--- src/rtl/dmem_arbiter.sv ---
// Two-port round-robin arbiter in front of a single fixed-latency data memory.
// The CPU port (c_*) and the loader port (l_*) compete for one memory port; each
// granted access runs IDLE -> ISSUE -> WAIT (MEM_LAT cycles) -> DONE, then the
// other port is favoured on the next tie.
module dmem_arbiter #(
  parameter int AW      = 32,
  parameter int DW      = 32,
  parameter int MEM_LAT = 1
) (
  input  logic          clock,
  input  logic          reset,
  // CPU port
  input  logic          c_req,
  input  logic          c_we,
  input  logic [AW-1:0] c_addr,
  input  logic [DW-1:0] c_wdata,
  output logic          c_gnt,
  output logic          c_done,
  output logic [DW-1:0] c_rdata,
  // Loader port
  input  logic          l_req,
  input  logic          l_we,
  input  logic [AW-1:0] l_addr,
  input  logic [DW-1:0] l_wdata,
  output logic          l_gnt,
  output logic          l_done,
  output logic [DW-1:0] l_rdata,
  // Memory port
  output logic          mem_en,
  output logic          mem_we,
  output logic [AW-1:0] mem_addr,
  output logic [DW-1:0] mem_wdata,
  input  logic [DW-1:0] mem_rdata,
  output logic          busy
);

  typedef enum logic [1:0] {IDLE, ISSUE, WAIT, DONE} state_t;

  // Owner encoding: 0 = CPU, 1 = loader.
  localparam logic OWN_CPU    = 1'b0;
  localparam logic OWN_LOADER = 1'b1;

  state_t     state;
  logic       owner;
  logic       last_owner;
  logic       we_q;
  logic [3:0] cnt;
  logic       any_req;
  logic       winner;

  // Pick the winner: a lone requester wins, a tie goes to whoever did not own last.
  // NOTE: every signal written here gets a value on every path so no latch is inferred.
  always_comb begin
    any_req = c_req | l_req;
    winner  = OWN_CPU;
    if (c_req && l_req) begin
      winner = ~last_owner;
    end else if (l_req) begin
      winner = OWN_LOADER;
    end
  end

  // Grants exist only in IDLE and are forced low while reset is held.
  assign c_gnt = reset && (state == IDLE) && any_req && (winner == OWN_CPU);
  assign l_gnt = reset && (state == IDLE) && any_req && (winner == OWN_LOADER);

  // Access sequencer with registered memory strobes, done pulses and read data.
  // NOTE: sequential state uses non-blocking assignments so every register samples pre-edge values.
  always_ff @(posedge clock or negedge reset) begin
    if (!reset) begin
      state      <= IDLE;
      owner      <= OWN_CPU;
      last_owner <= OWN_LOADER;
      we_q       <= 1'b0;
      cnt        <= '0;
      mem_en     <= 1'b0;
      mem_we     <= 1'b0;
      mem_addr   <= '0;
      mem_wdata  <= '0;
      c_done     <= 1'b0;
      l_done     <= 1'b0;
      busy       <= 1'b0;
      // NOTE: the read-data holding registers are reset too, since every output reads 0 in reset.
      c_rdata    <= '0;
      l_rdata    <= '0;
    end else begin
      case (state)
        IDLE: begin
          if (any_req) begin
            owner     <= winner;
            we_q      <= (winner == OWN_LOADER) ? l_we : c_we;
            mem_en    <= 1'b1;
            mem_we    <= (winner == OWN_LOADER) ? l_we : c_we;
            mem_addr  <= (winner == OWN_LOADER) ? l_addr : c_addr;
            mem_wdata <= (winner == OWN_LOADER) ? l_wdata : c_wdata;
            busy      <= 1'b1;
            state     <= ISSUE;
          end
        end
        ISSUE: begin
          // The strobe lasts exactly one cycle; the bus returns to zero behind it.
          mem_en    <= 1'b0;
          mem_we    <= 1'b0;
          mem_addr  <= '0;
          mem_wdata <= '0;
          cnt       <= 4'(MEM_LAT - 1);
          state     <= WAIT;
        end
        WAIT: begin
          if (cnt == 4'd0) begin
            if (!we_q) begin
              if (owner == OWN_LOADER) l_rdata <= mem_rdata;
              else                     c_rdata <= mem_rdata;
            end
            c_done <= (owner == OWN_CPU);
            l_done <= (owner == OWN_LOADER);
            state  <= DONE;
          end else begin
            cnt <= cnt - 4'd1;
          end
        end
        DONE: begin
          c_done     <= 1'b0;
          l_done     <= 1'b0;
          last_owner <= owner;
          busy       <= 1'b0;
          state      <= IDLE;
        end
        default: state <= IDLE;
      endcase
    end
  end

endmodule

--- config.mk ---
export PLATFORM = sky130hd
export DESIGN_NAME = dmem_arbiter
export DESIGN_NICKNAME = d
export VERILOG_FILES = /design/src/rtl/dmem_arbiter.sv
export SDC_FILE = /design/constraint.sdc
export NUM_CORES = 1
export LEC_CHECK = 0
export ABC_AREA = 1
export CORE_MARGIN = 2
export CORE_UTILIZATION = 46
export CTS_CLUSTER_SIZE = 8
export DETAILED_ROUTE_END_ITERATION = 7
export GPL_TIMING_DRIVEN = 0
export PLACE_DENSITY = 0.9
export SYNTH_ARGS = -nofsm -noshare
export SYNTH_HDL_FRONTEND = slang
export SYNTH_SLANG_ARGS = --single-unit
--- constraint.sdc ---
create_clock -name clock -period 3.7 [get_ports clock]
set_clock_uncertainty 0.05 [all_clocks]
set_input_delay 0.74 -clock clock [delete_from_list [all_inputs] [get_ports clock]]
set_output_delay 0.74 -clock clock [all_outputs]
set_load 0.02 [all_outputs]
==> flow_summary.json, run 1 <==
{
  "fp_nets": 1045,
  "fp_util_pct": 46.4,
  "status": "finished clean",
  "endpoint_kind": "primary output",
  "cp-startpoint": "l_req",
  "io_buffers": 300,
  "busiest_layer": "met2",
  "die_w_um": 127,
  "grt_pass1_vias": 7137,
  "synthTopCellsByArea": "dfrtp_1 (51%), nand2_1 (16%), nand3_1 (12%)",
  "drive_above_1_share_pct": 6.22,
  "reg2regPathDepth": 6,
  "die_area_um2": 16200,
  "min_path_type": "in2async",
  "core-area_um2": 15000,
  "wire_per_inst_um": 16.6,
  "ys_seq_share_pct": 50.9,
  "tns_ps": 0,
  "setup.worst_path.start_class": "input pin",
  "avgSynthCellArea_um2": 7.99,
  "comb_area_share_pct": 25.9,
  "rr_startpoint": "state[0]",
  "crit_fanout": 10,
  "grtUsageMet1_pct": 32.6,
  "wl_met3_um": 1930,
  "grt_remaining_overflow": 0,
  "rr_endpoint": "mem_addr[17]",
  "adder_share_pct": 0.896,
  "cts_tree": "built",
  "holdBufCountCts": 0,
  "syn-cell-area_um2": 6980,
  "max_freq_mhz": 278,
  "dp_hpwl_um": 17600,
  "yosys.area_share.aoi_pct": 0.430,
  "warning_count": 29,
  "critPathSlowestCell": "clkdlybuf4s50_1",
  "clkCellAreaFrac_pct": 5.81,
  "n_clock_buffer": 21,
  "synth_cell_type_count": 22,
  "hold_viol": 0,
  "top_area_cell": "dfrtp_1",
  "edf_count": 0,
  "io_pins": 301,
  "pre_cts_ws_ps": 141
}
Fig. 1: run 1, sequential cells grouped by signal name
The bar under the picture is 50 µm long.
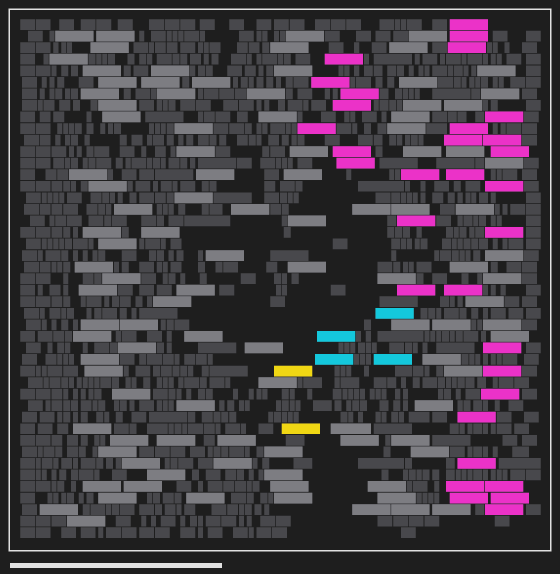
[yellow] state | flops: 2
[cyan] cnt | flops: 4
[magenta] c_rdata | flops: 32
not coloured: 104
Reg area: 3550 µm²
Seq/total area: 32.7%
Layout Utilization: 72.4%

Fig. 2: run 1, clock wires, drivers and flops
The bar under the picture is 50 µm long.
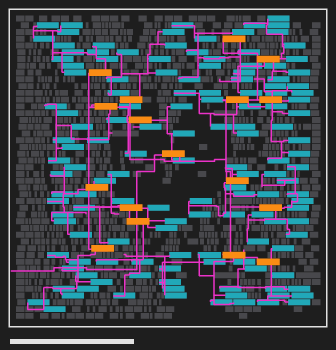
[magenta] clock wires | length: 1,810 µm
[cyan] flip-flops | count: 142
[orange] clock-net drivers | count: 17
flops lie: widely spread
routed clock nets: 18
clk latency late pin: 420 ps

Fig. 3: run 1, cells by drive strength
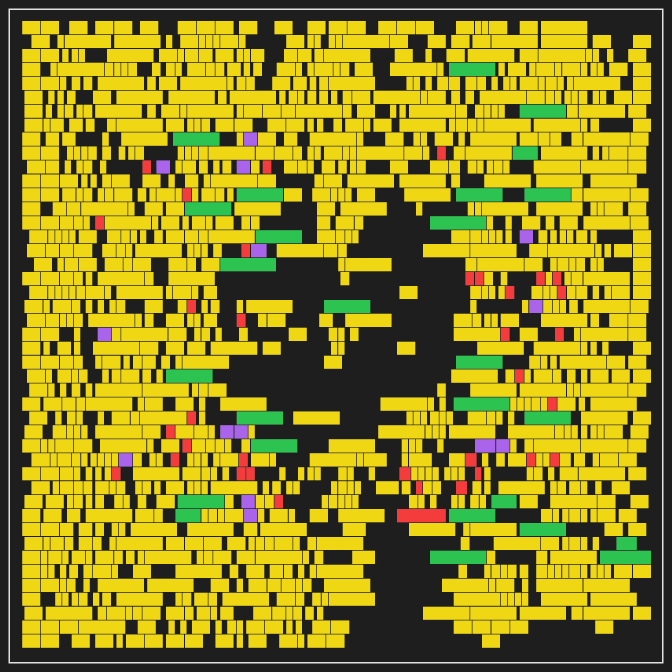
[green] x6 and larger | cells: 26 | share: 2.2%
[red] x2 | cells: 35 | share: 2.9%
[purple] x3 and x4 | cells: 14 | share: 1.2%
[yellow] x1 and smaller | cells: 1,131 | share: 94%
post-route design area: 10,900 µm²
Non-CTS buffers: 364
Layout area overhead: 55.9%
Final Worst Setup Slack: 106 ps

==> run 2, diff against run 1 <==
--- a/config.mk
+++ b/config.mk
@@ -5,13 +5,13 @@
 export SDC_FILE = /design/constraint.sdc
 export NUM_CORES = 1
 export LEC_CHECK = 0
-export ABC_AREA = 1
 export CORE_MARGIN = 2
-export CORE_UTILIZATION = 46
+export CORE_UTILIZATION = 44
 export CTS_CLUSTER_SIZE = 8
 export DETAILED_ROUTE_END_ITERATION = 7
 export GPL_TIMING_DRIVEN = 0
-export PLACE_DENSITY = 0.9
+export PLACE_DENSITY = 0.91
+export SETUP_SLACK_MARGIN = 0.4
 export SYNTH_ARGS = -nofsm -noshare
 export SYNTH_HDL_FRONTEND = slang
 export SYNTH_SLANG_ARGS = --single-unit
==> constraint.sdc (replaced) <==
create_clock -name clock -period 3.7 [get_ports clock]
set_clock_uncertainty 0.05 [all_clocks]
set_input_delay 0.74 -clock clock [delete_from_list [all_inputs] [get_ports clock]]
set_output_delay 0.74 -clock clock [all_outputs]
set_load 0.1 [all_outputs]
==> run 2 against run 1 <==
Against the previous run:
- core utilization rose by 2.1 points
- area after synthesis fell by 13%
- synthesized cell count fell by 50%
- via count fell by 29%
- fmax rose by 16%
- non-clock buffer count fell by 26
- critical path depth did not move
- final cell count fell by 32%
- flip-flop count did not move
- worst setup slack improved by 500 ps
- largest cell class unchanged
==> flow_summary.json, run 2 <==
{
  "wl_met3_um": 1410,
  "die_area_um2": 14700,
  "rr_endpoint": "mem_addr[27]",
  "pre_cts_ws_ps": -203,
  "tns_ps": 0,
  "hold_viol": 0,
  "n_clock_buffer": 18,
  "reg2regPathDepth": 8,
  "worst_slack_ps": 607,
  "synthTopCellsByArea": "dfrtp_1 (58%), mux2_2 (12%), a221o_1 (11%)",
  "crit_fanout": 52,
  "drive_above_1_share_pct": 16.9,
  "grt_pass1_vias": 5662,
  "sh_seq_area_pct": 35.7,
  "busiest_layer": "met2",
  "grtUsageMet1_pct": 31.9,
  "stdcell_area_um2": 9950,
  "die_w_um": 121,
  "io_pins": 301,
  "grt_remaining_overflow": 0,
  "fp_util_pct": 45.4,
  "wire_per_inst_um": 21.6,
  "edf_count": 0,
  "cts_tree": "built",
  "adder_share_pct": 1.03,
  "regArea_um2": 3550,
  "synthToLayoutAreaGrowth_pct": 64.3,
  "clkCellAreaFrac_pct": 6.14,
  "max_freq_mhz": 323,
  "comb_area_share_pct": 23.0,
  "fp_nets": 610,
  "dp_hpwl_um": 15500,
  "cp-startpoint": "reset",
  "warning_count": 30,
  "status": "finished clean",
  "top_area_cell": "dfrtp_1"
}
Fig. 4: run 2, cell outlines without signal wires
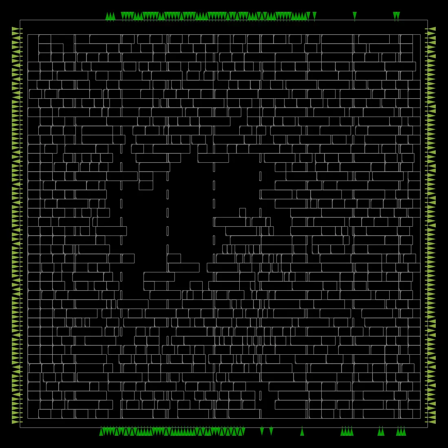
fillers: 845
flop count: 142

Fig. 5: run 2, signal metal coverage by tile
The die is cut into 24 by 24 equal tiles; dark blue is low, red is high, scaled to the fullest tile. Values are wire area over tile area, all layers added.
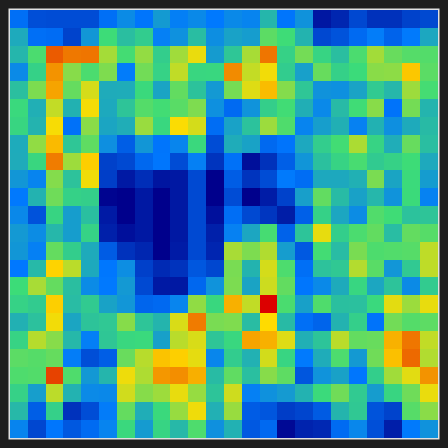
mean over tiles: 0.22
nearly empty tiles: 1.9%
tiles over half the peak: 33%
final WL: 20,500 µm
Via Count: 5,285

==> run 3, diff against run 2 <==
--- a/config.mk
+++ b/config.mk
@@ -6,11 +6,11 @@
 export NUM_CORES = 1
 export LEC_CHECK = 0
 export CORE_MARGIN = 2
-export CORE_UTILIZATION = 44
+export CORE_UTILIZATION = 37
 export CTS_CLUSTER_SIZE = 8
 export DETAILED_ROUTE_END_ITERATION = 7
 export GPL_TIMING_DRIVEN = 0
-export PLACE_DENSITY = 0.91
+export PLACE_DENSITY = 0.82
 export SETUP_SLACK_MARGIN = 0.4
 export SYNTH_ARGS = -nofsm -noshare
 export SYNTH_HDL_FRONTEND = slang
==> constraint.sdc (replaced) <==
create_clock -name clock -period 2.52 [get_ports clock]
set_clock_uncertainty 0.05 [all_clocks]
set_input_delay 0.504 -clock clock [delete_from_list [all_inputs] [get_ports clock]]
set_output_delay 0.504 -clock clock [all_outputs]
set_load 0.1 [all_outputs]
==> run 3 against run 2 <==
Against the previous run:
- sequential share of layout area fell by 1.5 points
- synthesized cell count unchanged
- critical path depth grew 1
- flip-flop count unchanged
- routed wire length rose by 1.7%
- register-to-register slack worse by 870 ps
- global-route usage down 3.4 points
- worst setup slack worse by 240 ps
- critical endpoint unchanged
==> flow_summary.json, run 3 <==
{
  "ys_ff": 142,
  "worst_slack_ps": 363,
  "reg2regPathDepth": 8,
  "top_area_cell": "dfrtp_1",
  "grt_remaining_overflow": 0,
  "endpoint_kind": "primary output",
  "grt_pass1_vias": 5765,
  "slew_violations": 0,
  "holdBufCountCts": 1,
  "synthTopCellsByArea": "dfrtp_1 (58%), mux2_2 (12%), a221o_1 (11%)",
  "bufAreaShareNonClock_pct": 34.5,
  "syn_inst": 439,
  "syn-cell-area_um2": 6050,
  "yosys-top-cells-count": "dfrtp_1 (141), a221o_1 (65), a21boi_0 (64)",
  "rows": 46,
  "die_w_um": 132,
  "fill_cells": 1121,
  "multiInputGateArea_um2": 2350,
  "pre_cts_ws_ps": -1010,
  "lay_top_cells": "clkdlybuf4s50_1 (162), dfrtp_1 (141), clkdlybuf4s15_2 (133)",
  "critical_path_arrival_ps": 1600,
  "dp_hpwl_um": 15000,
  "highest_layer": "met4",
  "worst-path-stages": 6,
  "cts_num_sinks": 142,
  "drive_above_1_share_pct": 36.9,
  "grtUsageMet1_pct": 28.6,
  "timing.hold.ws_ps": 7.96,
  "fp_util_pct": 38.0,
  "grt_antenna_before_repair": 0,
  "drt-total-wl_um": 20800,
  "ff_count": 142,
  "yosysMostFrequentCell": "dfrtp_1",
  "n_clock_buffer": 17,
  "worstPathCellList": "inv_2 -> ha_4 -> buf_6 -> nand2_4 -> nor3_4 -> buf_12",
  "place_congestion": 0.846,
  "yosysTopAreaCellShare_pct": 58.3,
  "critPathSlowestCell": "dfrtp_1",
  "status": "finished clean",
  "hold_viol": 0,
  "io_pins": 301,
  "globalRouteMet2Util_pct": 42.2,
  "adder_share_pct": 1.03,
  "tns_ps": 0,
  "numCtsBuffers": 17,
  "clkCellAreaFrac_pct": 5.78,
  "regArea_um2": 3550,
  "synthToLayoutAreaGrowth_pct": 71.3,
  "edf_count": 0,
  "busiest_layer": "met2",
  "post_cts_resized": 436,
  "htree_levels": 4,
  "min_path_type": "in2async",
  "die_area_um2": 17400,
  "rr_endpoint": "mem_addr[23]",
  "vias_per_cell": 5.30,
  "ant_nets": 0,
  "dr.first_iter.drc_count": 208,
  "comb_area_share_pct": 22.6,
  "max_freq_mhz": 464,
  "ys_seq_share_pct": 58.7,
  "grt_max_degree": 53,
  "cp-startpoint": "state[1]",
  "finalCritPeriodShare_pct": 85.6,
  "wire_per_inst_um": 20.9,
  "crit_fanout": 5,
  "wl_met3_um": 1510,
  "route.vias.total": 5280,
  "dp.cells": 956,
  "clock_path_buffers": 2,
  "stdcell_area_um2": 10400,
  "synthTopLogicFamily": "AND-OR/OR-AND gates",
  "fin_nets": 938,
  "fin_cells": 996,
  "warning_count": 32,
  "cts_setup_buffers": 4,
  "antenna_cells": 0,
  "fp_nets": 610,
  "cp_top_family": "buffers and inverters",
  "cts_tree": "built",
  "die_h_um": 132,
  "cp_num_buf_inv": 3,
  "period_minus_slack_ps": 2160,
  "rr_startpoint": "state[1]",
  "critPathKind": "reg2out"
}
Fig. 6: run 3, clock wires, drivers and flops
The bar under the picture is 50 µm long.
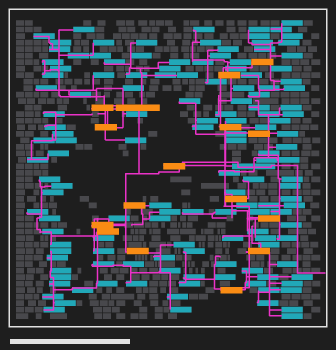
[cyan] flip-flops | count: 142
[orange] clock-net drivers | count: 17
[magenta] clock wires | length: 1,770 µm
routed clock nets: 18
clk latency late pin: 410 ps

Fig. 7: run 3, sequential cells grouped by signal name
The bar under the picture is 50 µm long.
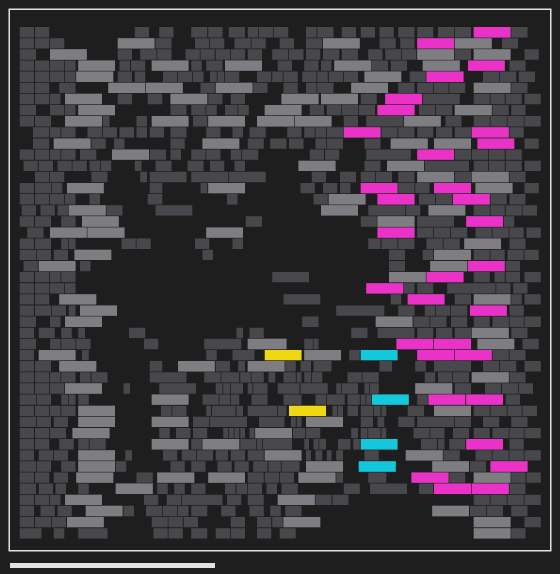
[magenta] c_rdata | flops: 32 | where: a vertical strip on the right
[cyan] cnt | flops: 4
[yellow] state | flops: 2
not coloured: 104
Seq/total area: 34.3%
Layout Utilization: 65.0%

